Fig. 1: sequential cells grouped by signal name
Bar = 20 um. Other sequential cells in the stronger grey, the rest of the logic in the fainter grey.
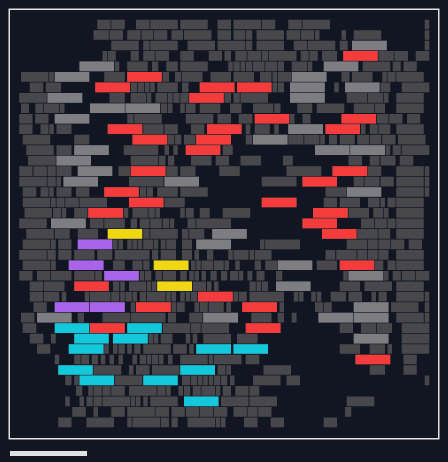
Fig. 2: clock wiring as the flow saved it
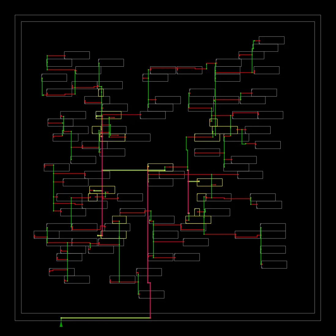
Fig. 3: drive-strength map
Bar = 20 um.
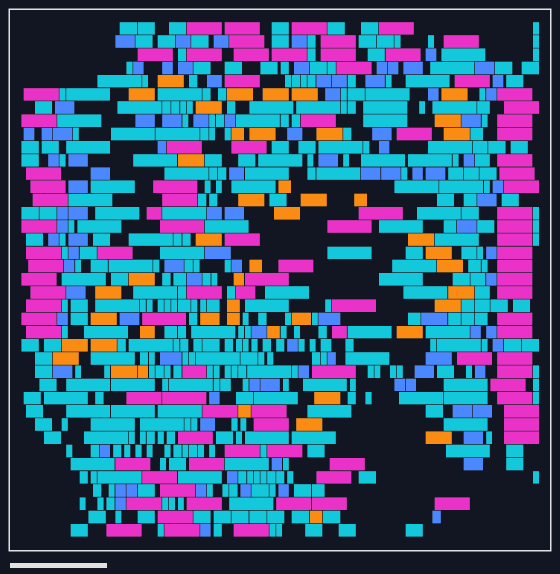
## src/rtl/csr_pkg.sv

```systemverilog
// Shared encodings for the Zicsr access unit.
// Holds funct3 opcodes, CSR addresses and the FSM state type.
package csr_pkg;

   localparam logic [2:0] F3_CSRRW  = 3'b001;
   localparam logic [2:0] F3_CSRRS  = 3'b010;
   localparam logic [2:0] F3_CSRRC  = 3'b011;
   localparam logic [2:0] F3_CSRRWI = 3'b101;
   localparam logic [2:0] F3_CSRRSI = 3'b110;
   localparam logic [2:0] F3_CSRRCI = 3'b111;

   localparam logic [11:0] CSR_FFLAGS   = 12'h001;
   localparam logic [11:0] CSR_FRM      = 12'h002;
   localparam logic [11:0] CSR_FCSR     = 12'h003;
   localparam logic [11:0] CSR_CYCLE    = 12'hC00;
   localparam logic [11:0] CSR_INSTRET  = 12'hC02;
   localparam logic [11:0] CSR_CYCLEH   = 12'hC80;
   localparam logic [11:0] CSR_INSTRETH = 12'hC82;

   typedef enum logic [1:0] {
      S_IDLE  = 2'd0,
      S_READ  = 2'd1,
      S_WRITE = 2'd2,
      S_RESP  = 2'd3
   } state_t;

endpackage

```

## src/rtl/csr_op_alu.sv

```systemverilog
// Read-modify-write datapath for CSR instructions.
// RS/RC with a zero rs1 field carry no write intent.
module csr_op_alu
   import csr_pkg::*;
#(
   parameter int XLEN = 32
) (
   input  logic [1:0]      op,
   input  logic [4:0]      rs1_idx,
   input  logic [XLEN-1:0] old_val,
   input  logic [XLEN-1:0] src,
   output logic [XLEN-1:0] new_val,
   output logic            write_intent
);

   logic nz_idx;
   assign nz_idx = |rs1_idx;

   always_comb begin
      new_val      = '0;
      write_intent = 1'b0;
      unique case (op)
         2'b01: begin
            new_val      = src;
            write_intent = 1'b1;
         end
         2'b10: begin
            new_val      = old_val | src;
            write_intent = nz_idx;
         end
         2'b11: begin
            new_val      = old_val & ~src;
            write_intent = nz_idx;
         end
         default: begin
            new_val      = '0;
            write_intent = 1'b0;
         end
      endcase
   end

endmodule

```

## src/rtl/csr_access_unit.sv

```systemverilog
// Sequences one Zicsr instruction at a time: read, modify, write, respond.
// Illegal requests keep the same timing but never strobe the regfile.
module csr_access_unit
   import csr_pkg::*;
#(
   parameter int XLEN     = 32,
   parameter bit RO_CHECK = 1'b1
) (
   input  logic            clk_i,
   input  logic            reset_i,
   input  logic            req_valid_i,
   output logic            req_ready_o,
   input  logic [2:0]      req_funct3_i,
   input  logic [11:0]     req_addr_i,
   input  logic [4:0]      req_rs1Idx_i,
   input  logic [XLEN-1:0] req_rs1Data_i,
   input  logic            flush_i,
   output logic            resp_valid_o,
   input  logic            resp_ready_i,
   output logic [XLEN-1:0] resp_rdData_o,
   output logic            resp_illegal_o,
   output logic [11:0]     csrRAddr_o,
   input  logic [XLEN-1:0] csrRData_i,
   output logic [11:0]     csrWAddr_o,
   output logic [XLEN-1:0] csrWData_o,
   output logic            csrWEn_o
);

   state_t state, state_n;

   logic [2:0]      f3_q;
   logic [11:0]     addr_q;
   logic [4:0]      idx_q;
   logic [XLEN-1:0] data_q;
   logic [XLEN-1:0] old_q;

   logic            accept;
   logic [XLEN-1:0] src;
   logic [XLEN-1:0] new_val;
   logic            write_intent;
   logic            mapped;
   logic            read_only;
   logic            ro_chk;
   logic            illegal;
   logic            do_write;

   assign accept = req_valid_i & (state == S_IDLE) & ~flush_i;

   always_ff @(posedge clk_i or posedge reset_i) begin
      if (reset_i) state <= S_IDLE;
      else         state <= state_n;
   end

   always_ff @(posedge clk_i or posedge reset_i) begin
      if (reset_i) begin
         f3_q   <= '0;
         addr_q <= '0;
         idx_q  <= '0;
         data_q <= '0;
         old_q  <= '0;
      end else begin
         if (accept) begin
            f3_q   <= req_funct3_i;
            addr_q <= req_addr_i;
            idx_q  <= req_rs1Idx_i;
            data_q <= req_rs1Data_i;
         end
         if (state == S_READ) old_q <= csrRData_i;
      end
   end

   always_comb begin
      state_n = state;
      unique case (state)
         S_IDLE:  if (accept) state_n = S_READ;
         S_READ:  state_n = flush_i ? S_IDLE : S_WRITE;
         S_WRITE: state_n = S_RESP;
         S_RESP:  if (resp_ready_i) state_n = S_IDLE;
         default: state_n = S_IDLE;
      endcase
   end

   assign src = f3_q[2] ? {{(XLEN-5){1'b0}}, idx_q} : data_q;

   csr_op_alu #(.XLEN(XLEN)) u_alu (
      .op           (f3_q[1:0]),
      .rs1_idx      (idx_q),
      .old_val      (old_q),
      .src          (src),
      .new_val      (new_val),
      .write_intent (write_intent)
   );

   always_comb begin
      mapped = 1'b0;
      case (addr_q)
         CSR_FFLAGS, CSR_FRM, CSR_FCSR,
         CSR_CYCLE, CSR_INSTRET,
         CSR_CYCLEH, CSR_INSTRETH: mapped = 1'b1;
         default:                  mapped = 1'b0;
      endcase
   end

   assign ro_chk    = RO_CHECK;
   assign read_only = (addr_q[11:10] == 2'b11);
   assign illegal   = ~mapped
                    | (f3_q[1:0] == 2'b00)
                    | (write_intent & read_only & ro_chk);
   // Without RO checking a read-only write is dropped, not flagged.
   assign do_write  = write_intent & ~illegal
                    & ~(read_only & ~ro_chk);

   always_comb begin
      req_ready_o    = (state == S_IDLE);
      resp_valid_o   = 1'b0;
      resp_rdData_o  = '0;
      resp_illegal_o = 1'b0;
      csrRAddr_o     = '0;
      csrWAddr_o     = '0;
      csrWData_o     = '0;
      csrWEn_o       = 1'b0;
      unique case (state)
         S_READ:  csrRAddr_o = addr_q;
         S_WRITE: begin
            csrWEn_o   = do_write;
            csrWAddr_o = do_write ? addr_q : 12'h000;
            csrWData_o = new_val;
         end
         S_RESP: begin
            resp_valid_o   = 1'b1;
            resp_illegal_o = illegal;
            resp_rdData_o  = illegal ? '0 : old_q;
         end
         default: ;
      endcase
   end

endmodule

```

## config.mk

```make
export PLATFORM = sky130hd
export DESIGN_NAME = csr_access_unit
export DESIGN_NICKNAME = d
export VERILOG_FILES = /design/src/rtl/csr_pkg.sv /design/src/rtl/csr_op_alu.sv /design/src/rtl/csr_access_unit.sv
export SDC_FILE = /design/constraint.sdc
export NUM_CORES = 1
export LEC_CHECK = 0
export ABC_AREA = 1
export CORE_MARGIN = 2
export CORE_UTILIZATION = 40
export CTS_CLUSTER_SIZE = 12
export DETAILED_ROUTE_END_ITERATION = 12
export PLACE_DENSITY = 0.88
export SYNTH_ARGS = -nofsm -noshare
export SYNTH_HDL_FRONTEND = slang
export SYNTH_SLANG_ARGS = --single-unit
```

## constraint.sdc

```tcl
create_clock -name clk_i -period 2.8 [get_ports clk_i]
set_input_delay 0.56 -clock clk_i [delete_from_list [all_inputs] [get_ports clk_i]]
set_output_delay 0.56 -clock clk_i [all_outputs]
set_load 0.1 [all_outputs]
```

==> results.yml <==
# synthesis and place-and-route metrics
outcome:
  status: "finished with violations"
  violations: "setup timing"
placed_design:
  dpl_cell_area_um2: 7350
  dp_hpwl_um: 10400
timing:
  fin_ws_ps: -14.2
  slew_violations: 0
  rsz0062_at_grt: "yes"
  setup_viol: 1
  fin_skew_ps: 10.2
synthesis:
  numSynthFlops: 86
  syn_area_um2: 4600
  yosys.area_share.simple_pct: 16.4
  ys_seq_share_pct: 46.8
  compound_area_share_pct: 10.1
cells_and_area:
  design_area_um2: 7660
  drive_above_1_share_pct: 37.8
  nFillCells: 810
detailed_routing:
  drc: 0
  final_antenna_net_count: 0
  routed-via-count: 4224
  firstDrtPassIters: 5
global_route:
  antenna_found_initial: 0
floorplanning:
  dieArea_um2: 12400
  core.rowCount: 39
  core_area_um2: 11300
  boundaryPins: 181
worst_setup_path:
  cp-start-kind: "register"
power:
  p_comb_share_pct: 64.7
  power_frac_clock_pct: 11.2
clocking:
  postCtsHoldBufs: 0
min_path:
  hp-class: "reg -> reg"
-- Fig. 1 (at the start) --
cyan -> `addr_q`  # flops 12
red -> `data_q`  # flops 32
purple -> `idx_q`  # flops 5
yellow -> `f3_q`  # flops 3

-- Fig. 2 (at the start) --
Sink Count: 86
Late-Pin Clk Latency: 330 ps

-- Fig. 3 (at the start) --
orange -> x3 and x4  # cells 46, most used mux2_4
cyan -> x1 and smaller  # cells 402, most used clkdlybuf4s50_1
magenta -> x6 and larger  # cells 97, most used buf_12
blue -> x2  # cells 101, most used nor2_2

power groups by stage:
stage / sequential [mW] / clock [mW] / combinational [mW]
after floorplan: 2.22 / 0 / 4.54
after global placement: 2.35 / 0 / 6.29
after detailed placement: 2.41 / 0 / 6.42
after CTS: 2.40 / 1.14 / 6.45
after global routing: 2.49 / 1.18 / 6.79
final: 2.42 / 1.13 / 6.48
cells by family (layout without fill, tap and decap cells):
group / after synthesis / in the layout
AND/OR/NAND/NOR: 185 / 185
flip-flops: 86 / 86
AND-OR/OR-AND: 77 / 77
buffers and inverters: 70 / 224
multiplexers: 64 / 64
other: 1 / 10
state kept, by name, summed over array words and instances, names as in the netlist, named ones only:
| register | cells |
|---|---|
| addr_q | 12 |
| data_q | 32 |
| f3_q | 3 |
| idx_q | 5 |
| old_q | 32 |
| state | 1 |
layout make-up:
type                    instances  area, um^2  area share (%)
inverters                      27         108            1.41
well taps                     143         179            2.34
clock inverters                 6        43.8           0.572
flip-flops and latches         86        2150            28.1
clock buffers                  10         239            3.12
repair buffers                181        2630            34.4
multi-input cells             336        2300            30.1
timing repair:
action,4_1_cts,5_1_grt
buffers inserted,0,1
endpoints found under the hold margin,0,0
endpoints found under the setup margin,0,47
gates resized,0,8
path summary, 6_finish.rpt:
check / from / to / slack, ps / cells past startpoint
hold reg to reg: data_q[0] / data_q[0] / 520 / 2
setup reg to reg: register / old_q[25] / 810 / 4
min in group asynchronous: reset_i / data_q[22] / 640 / 3
setup / recovery: register / csrWData_o[3] / -10 / 5
max in group asynchronous: reset_i / old_q[29] / 1800 / 3
hold / removal: data_q[0] / data_q[0] / 520 / 2
synth_stat cells (all sizes together):
cell    number
dfrtp       86
nor2        81
nand2       71
mux2        64
a21oi       42
buf         34
nand3       31
inv         27
a22oi       11
a311oi      11
clkbuf       9
o21ai        7
a211oi       4
a31oi        2
conb         1
nand3b       1
nand4        1
routing by layer:
metal,GRT usage (%),vias up,routed length (um)
li1,-,1918,-
met1,28.9,2056,5540
met2,40.4,214,7330
met3,3.72,36,992
met4,7.98,0,406
met5,0,-,0
worst max-delay path: stages (launching register included):
cell	delay, ps
dfrtp_1	400
inv_1	120
nor2_4	140
nand2_1	380
a211oi_1	650
buf_12	250
per-stage QoR:
stage | util [%] | power (mW) | TNS [ps] | hold slack [ps]
finish | 67.6 | 10.0 | -14.2 | 521
global route | 67.6 | 10.5 | -943 | 545
CTS | 67.4 | 9.99 | 0 | 519
detailed placement | 64.9 | 8.84 | 0 | 504
global placement | 64.9 | 8.64 | 0 | 492
floorplan | - | 6.76 | -10650 | 478
placed cells by master, fill, tap and decap left out, types with 16 or more instances in the layout:
cell type         n
clkdlybuf4s50_1  88
dfrtp_1          86
buf_12           84
nand2_1          68
nor2_2           43
nor2_1           37
mux2_2           32
mux2_4           32
nand3_1          31
a21oi_1          26
inv_1            24
a21oi_2          16
Power figures rest on the tool's default switching activity, not on a simulated workload.
